[config.mk]
export PLATFORM = sky130hd
export DESIGN_NAME = im_arbiter
export DESIGN_NICKNAME = d
export VERILOG_FILES = /design/src/rtl/im_arbiter.sv
export SDC_FILE = /design/constraint.sdc
export NUM_CORES = 1
export LEC_CHECK = 0
export ABC_AREA = 1
export CAP_MARGIN = 10
export CORE_AREA = 3 3 102 104
export DETAILED_ROUTE_END_ITERATION = 10
export DIE_AREA = 0 0 105 107
export DONT_BUFFER_PORTS = 1
export PLACE_DENSITY = 0.69
export RECOVER_POWER = 25
export SYNTH_ARGS = -nofsm -noshare
export SYNTH_HDL_FRONTEND = slang
export SYNTH_SLANG_ARGS = --single-unit
[constraint.sdc]
create_clock -name Clk_i -period 2.3 [get_ports Clk_i]
set_clock_uncertainty 0.2 [all_clocks]
set_input_delay 0.46 -clock Clk_i [delete_from_list [all_inputs] [get_ports Clk_i]]
set_output_delay 0.46 -clock Clk_i [all_outputs]
set_load 0.05 [all_outputs]
[src/rtl/im_arbiter.sv]
// Instruction-memory arbiter between a fetch port and a loader port.
// Single-cycle combinational grant, one-cycle registered response.
// The loader can lock the memory for exclusive use.
// Optional build macro IM_ARB_RR_EN: with it defined, a conflict in OPEN goes to the requester
// that did not own the last grant. Without it, the loader always wins a conflict.
module im_arbiter (
    input  logic        Clk_i,
    input  logic        Rstn_i,
    input  logic        FReq_i,
    input  logic [31:0] FAddr_i,
    output logic        FGnt_o,
    output logic        FValid_o,
    output logic [31:0] FInstr_o,
    input  logic        LReq_i,
    input  logic        LWe_i,
    input  logic [31:0] LAddr_i,
    input  logic [31:0] LWdata_i,
    input  logic        LLock_i,
    output logic        LGnt_o,
    output logic        LValid_o,
    output logic [31:0] LRdata_o,
    output logic [31:0] ImAddr_o,
    output logic        ImWe_o,
    output logic [31:0] ImWdata_o,
    input  logic [31:0] ImRdata_i
);

    typedef enum logic [0:0] {StOpen, StLocked} state_e;

    state_e      state_q, state_d;
    logic        last_owner_q, last_owner_d;  // 1: loader, 0: fetch
    logic        f_gnt, l_gnt;
    logic [29:0] gnt_word;
    logic [31:0] addr_q;
    logic        fvalid_q, lvalid_q;
    logic [31:0] finstr_q, lrdata_q;
    logic        unused_lsbs;

    // Grant decode; nothing is granted while reset is held
    always_comb begin
        f_gnt = 1'b0;
        l_gnt = 1'b0;
        if (Rstn_i) begin
            if (state_q == StLocked) begin
                l_gnt = LReq_i;
            end else begin
`ifdef IM_ARB_RR_EN
                if (FReq_i && LReq_i) begin
                    f_gnt = last_owner_q;
                    l_gnt = ~last_owner_q;
                end else begin
                    f_gnt = FReq_i;
                    l_gnt = LReq_i;
                end
`else
                l_gnt = LReq_i;
                f_gnt = FReq_i & ~LReq_i;
`endif
            end
        end
    end

    // Lock FSM and last-owner tracking
    always_comb begin
        state_d      = state_q;
        last_owner_d = last_owner_q;
        unique case (state_q)
            StOpen:   if (l_gnt && LLock_i) state_d = StLocked;
            StLocked: if (!LLock_i) state_d = StOpen;
            default:  state_d = StOpen;
        endcase
        if (f_gnt) begin
            last_owner_d = 1'b0;
        end else if (l_gnt) begin
            last_owner_d = 1'b1;
        end
    end

    // Memory-side outputs; address holds its last granted value when idle
    always_comb begin
        gnt_word  = l_gnt ? LAddr_i[31:2] : FAddr_i[31:2];
        ImAddr_o  = (f_gnt || l_gnt) ? {gnt_word, 2'b00} : addr_q;
        ImWe_o    = l_gnt & LWe_i;
        ImWdata_o = ImWe_o ? LWdata_i : 32'h0;
    end

    assign unused_lsbs = ^{FAddr_i[1:0], LAddr_i[1:0]};

    assign FGnt_o   = f_gnt;
    assign LGnt_o   = l_gnt;
    // Masking by reset drops a response that was in flight when reset arrived
    assign FValid_o = fvalid_q & Rstn_i;
    assign LValid_o = lvalid_q & Rstn_i;
    assign FInstr_o = finstr_q;
    assign LRdata_o = lrdata_q;

    // State, address and response registers with synchronous reset
    always_ff @(posedge Clk_i) begin
        if (!Rstn_i) begin
            state_q      <= StOpen;
            last_owner_q <= 1'b0;
            addr_q       <= 32'h0;
            fvalid_q     <= 1'b0;
            lvalid_q     <= 1'b0;
            finstr_q     <= 32'h0;
            lrdata_q     <= 32'h0;
        end else begin
            state_q      <= state_d;
            last_owner_q <= last_owner_d;
            addr_q       <= ImAddr_o;
            fvalid_q     <= f_gnt;
            lvalid_q     <= l_gnt;
            if (f_gnt) finstr_q <= ImRdata_i;
            // A write ack leaves the read data register untouched
            if (l_gnt && !LWe_i) lrdata_q <= ImRdata_i;
        end
    end

endmodule

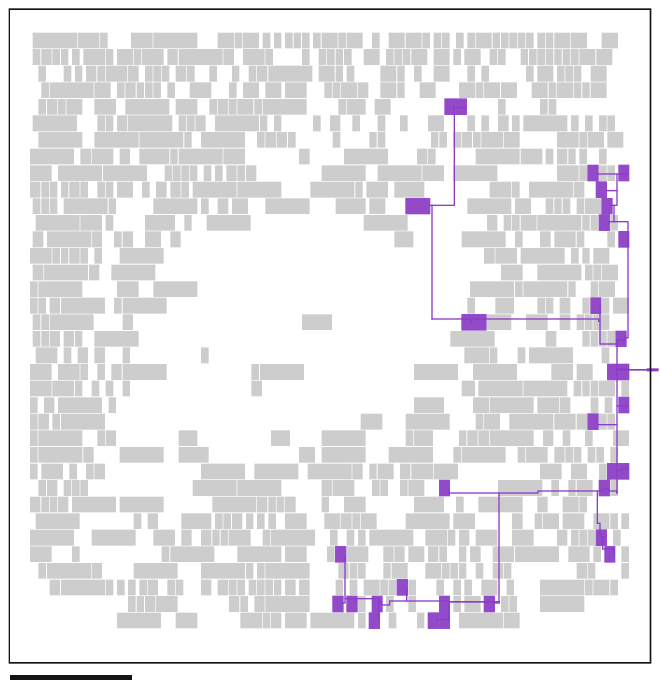
**Above:** run 1 (wires at chosen ports, followed through buffers).
Scale bar: 20 um.
purple -> LReq_i  # bits 1, direction input, edge right, end cells 32, buffers 0, wire 272 um
port bufs: 0
Boundary Pins: 267

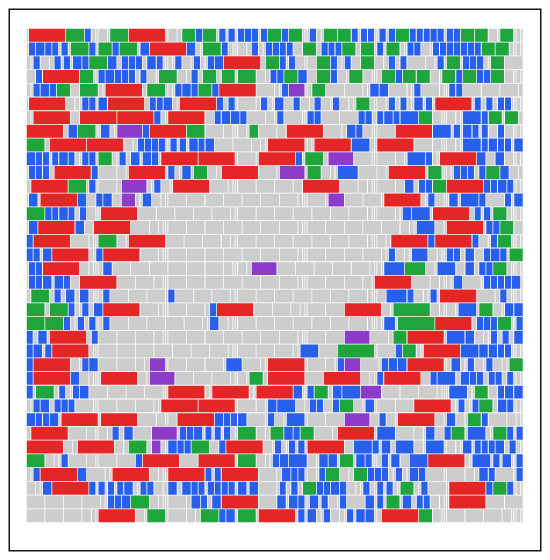
**Above:** run 1 (cell classes on the final placement).
Fill, decap, tap and diode cells in grey.
blue -> all other logic  # cells 494
green -> other buffers and delay cells  # cells 112
red -> flip-flops  # cells 99
purple -> clock drivers and dummy loads  # cells 16

==> metrics.cfg, run 1 <==
[power_and_ir_drop]
leakage_nw=2.78

[global_routing]
grt_antenna_before_repair=0
grt_pass1_vias=4051
grt-ovfl-total=0

[timing]
tightest_slew_ns=1.05
hold_violations=0
fin_ws_ns=0.140
max_freq_mhz=463

[finish]
fin_area_um2=5510
nets=850
instances_no_fill=854

[placed_design]
place_ws_ns=0.238
dpl.cell_count=806

[clock_tree]
clock.latency.late_pin_ns=0.35
htree_levels=3

[floorplanning]
rows=36

[critical_path]
crit_path_start_kind=flip-flop
critPathArrivalTime_ns=1.50
max_stage_delay_ns=0.33
rrSetupSlack_ns=0.58
crit_type=flip-flop to primary output

[routing]
drc=0
wl_per_cell_um=15.2
drt_iter0_drc=284
drt-vias-per-instance=5.10

[synthesis]
floorplan.nets=773
synthCells=639
ys_cells=639
edf_count=0

[outcome]
outcome=finished, final reports clean

[hold_path]
hold_class=input pin to flip-flop

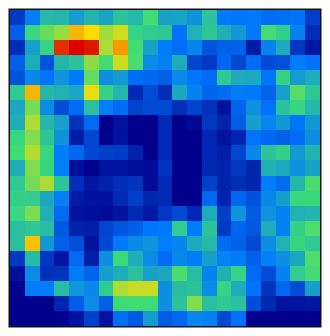
**Above:** run 1 (wiring heat map).
The die is cut into 21 by 21 equal tiles; dark blue is low, red is high, scaled to the fullest tile. Values are wire area over tile area, all layers added.
mean over tiles = 0.19
tiles over half the peak = 10%
nearly empty tiles = 7.5%

[run 1: layout make-up]
| cell class | instances | area, um2 | area share (%) |
|---|---|---|---|
| clock buffer | 9 | 124 | 2.25 |
| tap | 133 | 166 | 3.02 |
| clock inverter | 7 | 58.8 | 1.07 |
| sequential | 99 | 1980 | 36.0 |
| timing repair buffer | 112 | 960 | 17.4 |
| multi-input combinational | 449 | 2040 | 37.1 |
| inverter | 45 | 174 | 3.16 |
[run 1: per-layer routing]
layer,vias up,GRT usage (%),share of wire (%),routed length [um]
met5,-,0,0,0
met4,0,8.15,1.6,209
met3,24,6.32,8.4,1090
met2,214,36.4,50,6570
met1,1970,26.2,40,5150
li1,2147,-,-,-
[run 1: worst paths after layout]
| path | startpoint | endpoint | cells past startpoint |
|---|---|---|---|
| hold / removal | ImRdata_i[8] | LRdata_o[8] | 2 |
| hold reg to reg | addr_q[23] | addr_q[23] | 2 |
| setup / recovery | state_q | ImAddr_o[22] | 7 |
| setup reg to reg | state_q | FInstr_o[29] | 7 |
[run 1: cell families (layout without fill, tap and decap cells)]
kind of cell           after synthesis  in the layout  synth area share [%]
and+or+nand+nor                    387            387                  38.3
AOI/OAI and AO/OA                   62             62                  6.93
buffers and inverters               91            173                  11.0
DFF                                 99             99                  43.7
[run 1: power by group]
group / switching (mW) / internal (mW)
registers: 0.268 / 1.81
clock network: 0.634 / 0.411
logic: 0.496 / 0.242
[run 1: cells in the final DEF, fill, tap and decap left out, types with 2 or more instances in the layout]
cell type	n
a21oi_1	29
buf_12	3
buf_4	75
clkbuf_8	9
clkinv_4	3
dfxtp_1	99
dlygate4sd3_1	32
inv_1	42
inv_2	2
inv_6	2
nand2_1	255
nand2_4	2
nand3_1	65
nand3_2	27
nor2_1	36
o21ai_0	32
[run 1: repair_timing]
item | 4_1_cts | 5_1_grt
hold buffers | 32 | 0
resized | 0 | 1
endpoints found under the hold margin | 47 | 0
setup endpoints to repair | 0 | 17
[run 1: critical path: cells and delay by family, from the launching register on]
kind	cells	cell delay [ns]
buf+inv	2	0.38
simple gates	5	0.43
flops	1	0.33
[run 1: state kept, by name (all words and copies together) (netlist names)]
signal	flops
FInstr_o	32
LRdata_o	32
addr_q	32
fvalid_q	1
state_q	1
lvalid_q	1
[run 1: through the flow]
step           TNS [ns]  util (%)
2_1_floorplan     -6.18         -
3_3_place_gp          0      52.1
3_5_place_dp          0      52.1
4_1_cts               0      57.3
5_1_grt               0      57.1
6_report              0      57.1
==> run 2: changes to the inputs <==
Settings changed: CAP_MARGIN 10 to 15.
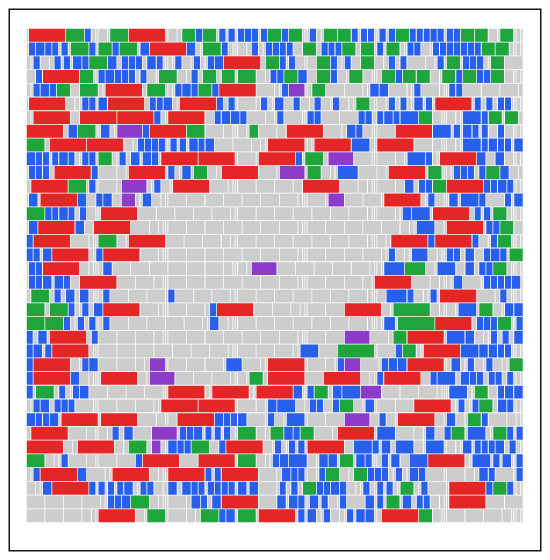
**Above:** run 2 (cell classes on the final placement).
Fill, decap, tap and diode cells in grey.
blue -> all other logic  # cells 494
red -> flip-flops  # cells 99
purple -> clock drivers and dummy loads  # cells 16
green -> other buffers and delay cells  # cells 112
final core utilization: 57.1%
fraction of area in registers: 36.0%
core area: 9640 um2

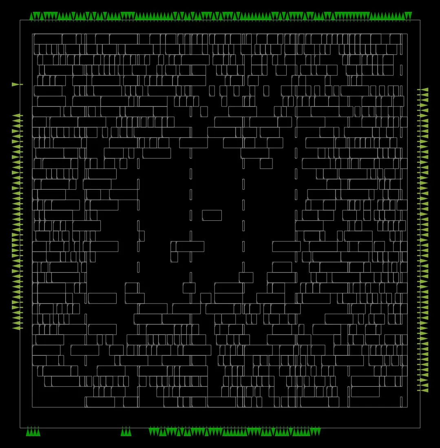
**Above:** run 2 (placement view).
final non-filler cell total: 854
Cell Rows: 36
number of fill cells: 933

==> metrics.cfg, run 2 <==
[timing]
max_freq_mhz=463  ; unchanged
tns_ns=0  ; unchanged
fin_ws_ns=0.140  ; unchanged

[clock_tree]
clock.latency.late_pin_ns=0.35  ; about the same

[placed_design]
place_ws_ns=0.238  ; unchanged
dpl.cell_count=806  ; unchanged
io_buffers=0  ; unchanged

[power_and_ir_drop]
combPwrFrac_pct=19.1  ; about the same
p_clk_share_pct=27.1  ; about the same

[synthesis]
ys_cells=639  ; unchanged

[critical_path]
crit_family=simple AND/OR/NAND/NOR gates
worst-path-stages=7  ; unchanged
startpoint=state_q
rr_startpoint=state_q
max_stage_delay_ns=0.33  ; about the same
critPathArrivalTime_ns=1.50  ; about the same
r2r-end=FInstr_o[29]
worstRegToRegCells=7  ; unchanged
crit_path_start_kind=flip-flop

[finish]
lay_top_cells=255 x nand2_1, 99 x dfxtp_1, 75 x buf_4, 65 x nand3_1, 42 x inv_1
layout_top_cell=nand2_1

[routing]
drc=0  ; unchanged
wl_per_cell_um=15.2  ; unchanged

[floorplanning]
ioPinCount=267  ; unchanged

[global_routing]
grt-ovfl-total=0  ; unchanged

[outcome]
outcome=finished, final reports clean

-- run 2: worst reg2reg max path: cells and delay by family, from the launching register on --
family,cells,cell delay (ns)
buffers and inverters,3,0.81
AND/OR/NAND/NOR,4,0.27
flip-flops,1,0.37
-- run 2: final cells by class --
cell class              instances  share of cell area [%]
multi-input cells             449                    37.1
repair buffers                112                    17.4
clock buffers                   9                    2.25
clock inverters                 7                    1.07
flip-flops and latches         99                    36.0
well taps                     133                    3.02
inverters                      45                    3.16
-- run 2: layer usage --
layer,wire length [um],global-route usage [%],part of all wire (%)
met4,209,8.15,1.6
met5,0,0,0
met1,5150,26.2,40
met3,1090,6.32,8.4
met2,6570,36.4,50
-- run 2: worst min-delay path by stage --
stage	slack, ns	depth (start not counted)	start	to
after floorplan	0.26	2	addr_q[10]	addr_q[10]
after global placement	0.26	2	addr_q[26]	addr_q[26]
after detailed placement	0.27	2	addr_q[22]	addr_q[22]
after CTS	0.001	2	ImRdata_i[11]	LRdata_o[11]
after global routing	0.004	2	ImRdata_i[14]	LRdata_o[14]
final	0.02	2	ImRdata_i[8]	LRdata_o[8]
-- run 2: kinds of logic (layout without fill, tap and decap cells) --
| group | Yosys count | in the layout | share of synthesized area [%] |
|---|---|---|---|
| buf+inv | 91 | 173 | 11.0 |
| flops | 99 | 99 | 43.7 |
| compound gates | 62 | 62 | 6.93 |
| simple gates | 387 | 387 | 38.3 |
-- run 2: timing repair --
action                                 in CTS  in global routing
resized                                     0                  1
endpoints found under the hold margin      47                  0
hold buffers                               32                  0
setup endpoints to repair                   0                 17
-- run 2: power by group through the flow --
stage,clock (mW),sequential [mW],combinational [mW]
floorplan,0,2.10,0.567
global placement,0,2.11,0.677
detailed placement,0,2.12,0.690
CTS,1.08,2.08,0.740
global route,1.16,2.09,0.795
finish,1.04,2.08,0.738
**Run 2: wiring heat map**

The die is cut into 21 by 21 equal tiles; dark blue is low, red is high, scaled to the fullest tile. Values are wire area over tile area, all layers added.
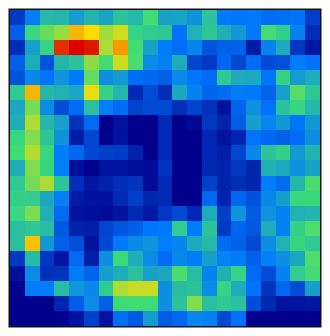

==> run 3: changes to the inputs <==
Settings changed: CORE_AREA 3 3 102 104 to 3 3 105 107, DIE_AREA 0 0 105 107 to 0 0 108 110, PLACE_DENSITY 0.69 to 0.64.
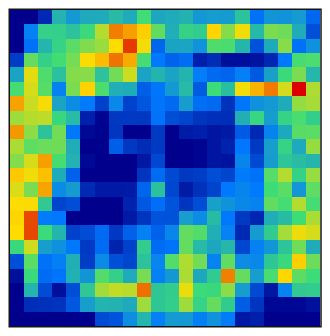
**Above:** run 3 (wiring heat map).
The die is cut into 22 by 22 equal tiles; dark blue is low, red is high, scaled to the fullest tile. Values are wire area over tile area, all layers added.
fullest tile = 0.52
emptiest ninth of the die = centre
nearly empty tiles = 9.9%
WL final: 12.9 mm
DR vias: 4275
Wirelength per Cell: 15.1 um
Tot GR Track Use: 20.0%

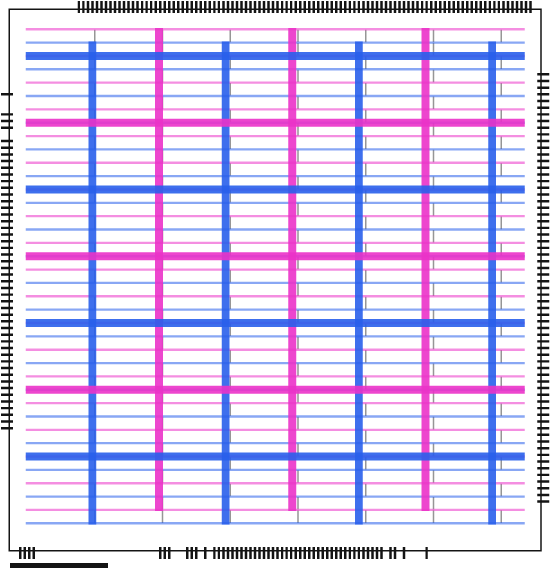
**Above:** run 3 (PDN straps and rails).
Scale bar: 20 um. Pins as bars on the die edge. Tap cells in grey.
magenta -> VDD
blue -> VSS
met5 straps = 7
signal pins = 267
met4 straps = 7
rows = 37

==> metrics.cfg, run 3 <==
[floorplanning]
core_um2=10200  ; +6.1%
chipArea_um2=11900
ioPinCount=267  ; unchanged
rows=37  ; +2.8%

[routing]
drc=0  ; unchanged
firstDrtPassIters=5

[finish]
lay_top_cells=255 x nand2_1, 99 x dfxtp_1, 68 x buf_4, 65 x nand3_1, 42 x inv_1
fillers=954  ; +2.3%
layout_top_cell=nand2_1

[placed_design]
io_buffers=0  ; unchanged
dp.final_hpwl_mm=8.93
place_ws_ns=0.214  ; -0.0238 ns

[timing]
period_used_pct=95.1
max_freq_mhz=457  ; -1.2%
tns_ns=0  ; unchanged
hold_violations=0
fin_ws_ns=0.113  ; -0.0266 ns

[clock_tree]
cts_sinks=99
path_clk_slew_ns=0.10
cts_made_buffers=9
clock.latency.late_pin_ns=0.35  ; about the same

[hold_path]
min_path_cells=2  ; unchanged
min_delay_worst_endpoint=LRdata_o[7]
hp-start=ImRdata_i[7]

[synthesis]
synth.area.top_cells=dfxtp_1 44%, nand2_1 21%, nand3_1 7.2%, nand3_2 6.0%, inv_1 3.5%
synthCells=639
async_flop_share_pct=0
edf_count=0
ys_cells=639  ; unchanged

[global_routing]
grt-ovfl-total=0  ; unchanged
grt_pass1_vias=3891
grt_max_degree=101

[critical_path]
r2r-end=FInstr_o[1]
max_stage_delay_ns=0.33  ; about the same
critPathArrivalTime_ns=1.53  ; +0.03 ns
path_max_fanout=22
rr_startpoint=state_q
worstRegToRegCells=7  ; unchanged
crit_path_start_kind=flip-flop

[outcome]
outcome=finished, final reports clean

==> run 3: per-stage QoR <==
| stage | util, % | power [mW] | cells |
|---|---|---|---|
| floorplan | - | 2.66 | 639 |
| global placement | 49.0 | 2.79 | 807 |
| detailed placement | 49.0 | 2.81 | 807 |
| CTS | 54.3 | 4.02 | 856 |
| global route | 54.8 | 4.18 | 858 |
| finish | 54.8 | 4.00 | 858 |
==> run 3: layout make-up <==
| cell class | count | area, um2 | area share, % |
|---|---|---|---|
| Tap cell | 136 | 170 | 3.03 |
| Clock buffer | 10 | 138 | 2.45 |
| Timing Repair Buffer | 113 | 1010 | 18.0 |
| Inverter | 45 | 174 | 3.10 |
| Sequential cell | 99 | 1980 | 35.3 |
| Clock inverter | 6 | 71.3 | 1.27 |
| Multi-Input combinational cell | 449 | 2060 | 36.8 |
==> run 3: worst max path at each step <==
stage | from | to | depth (start not counted)
6_report | state_q | ImAddr_o[14] | 7
5_1_grt | state_q | ImAddr_o[21] | 7
4_1_cts | state_q | ImAddr_o[3] | 6
3_5_place_dp | Rstn_i | ImAddr_o[3] | 7
3_3_place_gp | Rstn_i | ImAddr_o[3] | 7
2_1_floorplan | LReq_i | ImWdata_o[22] | 6
==> run 3: worst max-delay path: cells and delay by family (launching register included) <==
family	cells	cell delay [ns]
AND/OR/NAND/NOR	5	0.47
buffers and inverters	2	0.36
flip-flops	1	0.33
==> run 3: where the power goes <==
part           total (mW)  switching, mW  internal (mW)
clock network        1.16          0.622          0.543
registers            2.08          0.268           1.81
logic               0.759          0.504          0.254
==> run 3: cell families after synthesis <==
logic type / count (synthesis) / synth area share, %
compound gates: 62 / 6.93
buf+inv: 91 / 11.0
flops: 99 / 43.7
simple gates: 387 / 38.3
==> run 3: repair_timing <==
item,in CTS,in global routing
endpoints found under the hold margin,57,2
buffers inserted,0,0
hold buffers,33,2
setup endpoints to repair,20,24
gates resized,2,7
==> run 3: metal layers <==
layer,GRT usage [%],vias to the layer above,part of all wire (%)
met5,0,-,0
met4,5.95,0,1.1
met3,6.64,13,8.9
met2,33.4,189,49
met1,24.5,1927,41
li1,-,2146,-
No activity file was given, so power comes from the tool's default toggle rates.
